[src/rtl/x_dcr_pkg.sv]
// Shared constants and types for the x_dcr_regfile DCR slave.
// Register offsets, FSM state type and DCR bus widths.
package x_dcr_pkg;

  localparam int unsigned DcrAddrW = 10;
  localparam int unsigned DcrDataW = 32;
  localparam int unsigned EvcntW   = 16;

  localparam logic [1:0] OffCtrl    = 2'd0;
  localparam logic [1:0] OffStatus  = 2'd1;
  localparam logic [1:0] OffScratch = 2'd2;
  localparam logic [1:0] OffEvcnt   = 2'd3;

  typedef enum logic [1:0] {
    StIdle,
    StWait,
    StAck
  } dcr_state_e;

endpackage

[src/rtl/x_dcr_evcnt.sv]
// Saturating event counter with clear; an increment coinciding with a clear leaves 1.
module x_dcr_evcnt
  import x_dcr_pkg::*;
(
  input  logic              clk,
  input  logic              rst_n,
  input  logic              inc,
  input  logic              clr,
  output logic [EvcntW-1:0] count
);

  logic [EvcntW-1:0] cnt_q;

  always_ff @(posedge clk or negedge rst_n) begin
    if (!rst_n) begin
      cnt_q <= '0;
    end else if (clr) begin
      cnt_q <= {{(EvcntW-1){1'b0}}, inc};
    end else if (inc && (cnt_q != {EvcntW{1'b1}})) begin
      cnt_q <= cnt_q + 1'b1;
    end
  end

  assign count = cnt_q;

endmodule

[src/rtl/x_dcr_regfile.sv]
// Four-register DCR slave (CTRL, STATUS, SCRATCH, EVCNT) with daisy-chain data pass-through.
// Define X_DCR_REGFILE_EVCNT_EN to include the EVCNT event counter; otherwise offset 3 reads 0.
module x_dcr_regfile
  import x_dcr_pkg::*;
#(
  parameter logic [0:DcrAddrW-1] BASE_ADDR   = 10'h000,
  parameter int unsigned         ACK_LATENCY = 1,
  parameter logic [0:DcrDataW-1] CTRL_RST    = 32'h0000_0000
) (
  input  logic                CLK,
  input  logic                RST_N,
  input  logic [0:DcrAddrW-1] DCRABUS,
  input  logic [0:DcrDataW-1] DCRDBUSIN,
  input  logic                DCRREAD,
  input  logic                DCRWRITE,
  output logic                DCRACK,
  output logic [0:DcrDataW-1] DCRDBUSOUT,
  input  logic [0:DcrDataW-1] STATUS,
  input  logic                EVENT,
  output logic [0:DcrDataW-1] CTRL
);

  dcr_state_e          state_q;
  logic [1:0]          wait_q;
  logic                rd_q;
  logic [1:0]          off_q;
  logic [0:DcrDataW-1] ctrl_q, scratch_q, rdata_q;
  logic                ack_q;

  logic                hit, start, held, go_ack, acc_rd;
  logic [1:0]          acc_off;
  logic [0:DcrDataW-1] evcnt_val, rd_mux;

  assign hit   = (DCRABUS[0:7] == BASE_ADDR[0:7]);
  assign start = (state_q == StIdle) && hit && (DCRREAD ^ DCRWRITE);
  assign held  = rd_q ? DCRREAD : DCRWRITE;

  // With zero latency the commit happens on the sampling edge, so use the live bus.
  assign acc_rd  = (state_q == StIdle) ? DCRREAD : rd_q;
  assign acc_off = (state_q == StIdle) ? DCRABUS[8:9] : off_q;

  always_comb begin
    go_ack = 1'b0;
    unique case (state_q)
      StIdle:  go_ack = start && (ACK_LATENCY == 0);
      StWait:  go_ack = held && (wait_q == 2'd0);
      default: go_ack = 1'b0;
    endcase
  end

  always_comb begin
    rd_mux = '0;
    unique case (acc_off)
      OffCtrl:    rd_mux = ctrl_q;
      OffStatus:  rd_mux = STATUS;
      OffScratch: rd_mux = scratch_q;
      default:    rd_mux = evcnt_val;
    endcase
  end

`ifdef X_DCR_REGFILE_EVCNT_EN
  logic              ev_clr;
  logic [EvcntW-1:0] ev_count;

  assign ev_clr = go_ack && acc_rd && (acc_off == OffEvcnt);

  x_dcr_evcnt u_evcnt (
    .clk   (CLK),
    .rst_n (RST_N),
    .inc   (EVENT),
    .clr   (ev_clr),
    .count (ev_count)
  );

  assign evcnt_val = {{(DcrDataW-EvcntW){1'b0}}, ev_count};
`else
  logic unused_event;
  assign unused_event = EVENT;
  assign evcnt_val    = '0;
`endif

  always_ff @(posedge CLK or negedge RST_N) begin
    if (!RST_N) begin
      state_q   <= StIdle;
      wait_q    <= 2'd0;
      rd_q      <= 1'b0;
      off_q     <= 2'd0;
      ctrl_q    <= CTRL_RST;
      scratch_q <= '0;
      rdata_q   <= '0;
      ack_q     <= 1'b0;
    end else begin
      unique case (state_q)
        StIdle: begin
          if (start) begin
            rd_q  <= DCRREAD;
            off_q <= DCRABUS[8:9];
            if (ACK_LATENCY == 0) begin
              state_q <= StAck;
            end else begin
              state_q <= StWait;
              wait_q  <= 2'(ACK_LATENCY - 1);
            end
          end
        end
        StWait: begin
          if (!held) begin
            state_q <= StIdle;
          end else if (wait_q == 2'd0) begin
            state_q <= StAck;
          end else begin
            wait_q <= wait_q - 2'd1;
          end
        end
        StAck: begin
          if (!DCRREAD && !DCRWRITE) begin
            state_q <= StIdle;
            ack_q   <= 1'b0;
          end
        end
        default: state_q <= StIdle;
      endcase

      // Commit or capture exactly once, on entry to StAck.
      if (go_ack) begin
        ack_q <= 1'b1;
        if (acc_rd) begin
          rdata_q <= rd_mux;
        end else if (acc_off == OffCtrl) begin
          ctrl_q <= DCRDBUSIN;
        end else if (acc_off == OffScratch) begin
          scratch_q <= DCRDBUSIN;
        end
      end
    end
  end

  assign DCRACK     = ack_q;
  assign DCRDBUSOUT = ((state_q == StAck) && rd_q) ? rdata_q : DCRDBUSIN;
  assign CTRL       = ctrl_q;

endmodule

[config.mk]
export PLATFORM = sky130hd
export DESIGN_NAME = x_dcr_regfile
export DESIGN_NICKNAME = d
export VERILOG_FILES = /design/src/rtl/x_dcr_pkg.sv /design/src/rtl/x_dcr_evcnt.sv /design/src/rtl/x_dcr_regfile.sv
export SDC_FILE = /design/constraint.sdc
export NUM_CORES = 1
export LEC_CHECK = 0
export CAP_MARGIN = 25
export CORE_MARGIN = 3
export CORE_UTILIZATION = 43
export CTS_CLUSTER_DIAMETER = 200
export CTS_CLUSTER_SIZE = 20
export DETAILED_ROUTE_END_ITERATION = 10
export PLACE_DENSITY = 0.76
export SLEW_MARGIN = 20
export SYNTH_ARGS = -nofsm -noshare
export SYNTH_HDL_FRONTEND = slang
export SYNTH_SLANG_ARGS = --single-unit
[constraint.sdc]
create_clock -name CLK -period 1.8 [get_ports CLK]
set_input_delay 0.18 -clock CLK [delete_from_list [all_inputs] [get_ports CLK]]
set_output_delay 0.18 -clock CLK [all_outputs]
set_load 0.02 [all_outputs]
### Routing congestion map

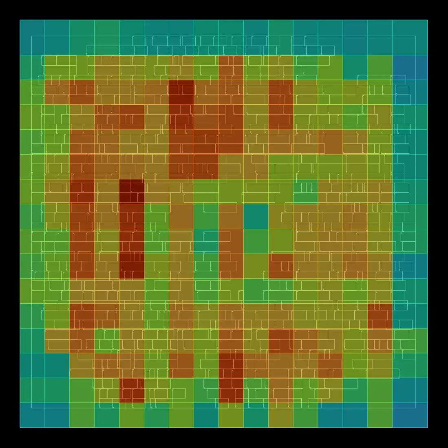
post-layout util: 68.10%
detailed-route wire length per cell: 21.72 µm
met1 usage: 29.43%

### PDN straps and rails

Drawn at 3 px/µm. Pins as bars on the die edge.
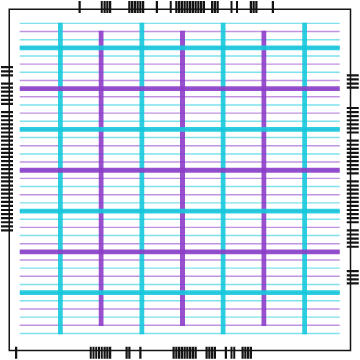
legend:
  purple:
    net: VDD
  cyan:
    net: VSS
met1 rails: 39
rows: 38

==> out/metrics.cfg <==
[layout]
largest_class = sequential cells
layout_top_cell = clkdlybuf4s50_1
area_delta_synth_final_pct = 51.88
nonClkBufAreaFrac_pct = 27.18
comb-cell-share_pct = 31.46

[place]
pre_cts_ws_ps = -391.1
postPlaceCellArea_um2 = 6686
hpwl_mm = 9.276

[drt]
dr_wl_met2_mm = 7.531

[global_routing]
grt-ovfl-total = 0
grt.busiest_layer = met2

[power]
peakVddDrop_mv = 0.4238
combinationalPowerShare_pct = 16.5

[setup_path]
regToRegSetupSlack_ps = -150
cp.depth = 7
reg2reg_to = rdata_q[13]
critical_path_class = reg -> reg
arrival_ps = 2200
end_kind = flip-flop
path_max_fanout = 14
worstSetupStartpointType = flip-flop

[sta]
setup_slack_ps = -152.3
min_period_ps = 1952
tightest_slew_ps = 465.5
max_freq_mhz = 512.2
timing.final.crit_share_pct = 108.5
setup_viol = 128

[synth]
yosysMostFrequentCell = dfrtp_1
syn_avg_cell_area_um2 = 13.33
synth-main-ff-cell = dfrtp_1
yosys.area_share.simple_pct = 6.375
ys_sh_xor_pct = 0
aoi_share_pct = 11.48
ys_cells = 371

[outcome]
outcome = complete, but fails checks
violations = setup timing

[floorplan]
die_y_um = 113.3

[min_path]
min_to = rd_q

[clock_tree]
numCtsBuffers = 9

### Clock distribution

Drawn at 4 px/µm.
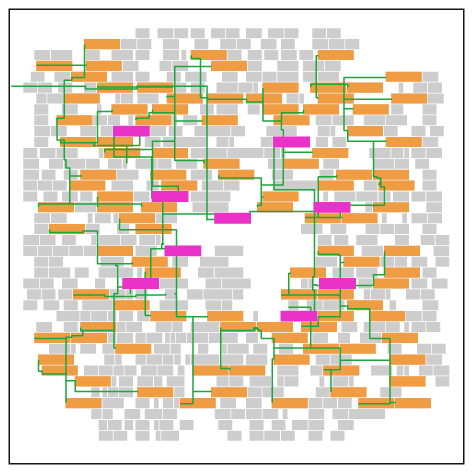
legend:
  green:
    item: clock wires
    length: 1210 µm
  magenta:
    item: clock drivers
    count: 9
  orange:
    item: flip-flops
    count: 104
flops lie: all over the die

### Cell classes on the final placement

Drawn at 4 px/µm. Fill, decap, tap and diode cells in grey.
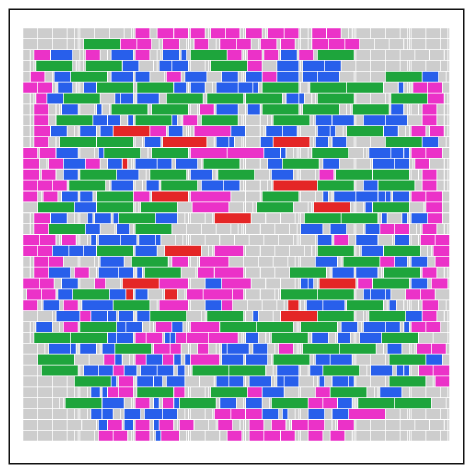
legend:
  green:
    class: flops
    cells: 104
    share_of_their_area: 35%
  blue:
    class: combinational and other logic
    cells: 239
    share_of_their_area: 32%
  magenta:
    class: other buffers and delay cells
    cells: 183
    share_of_their_area: 28%
  red:
    class: clock drivers and dummy loads
    cells: 15
    share_of_their_area: 4.2%
Row Count: 38
sequential portion of the cell area: 34.64%
Placeable Area: 11030 µm²
Post-Layout Inst Area: 7512 µm²

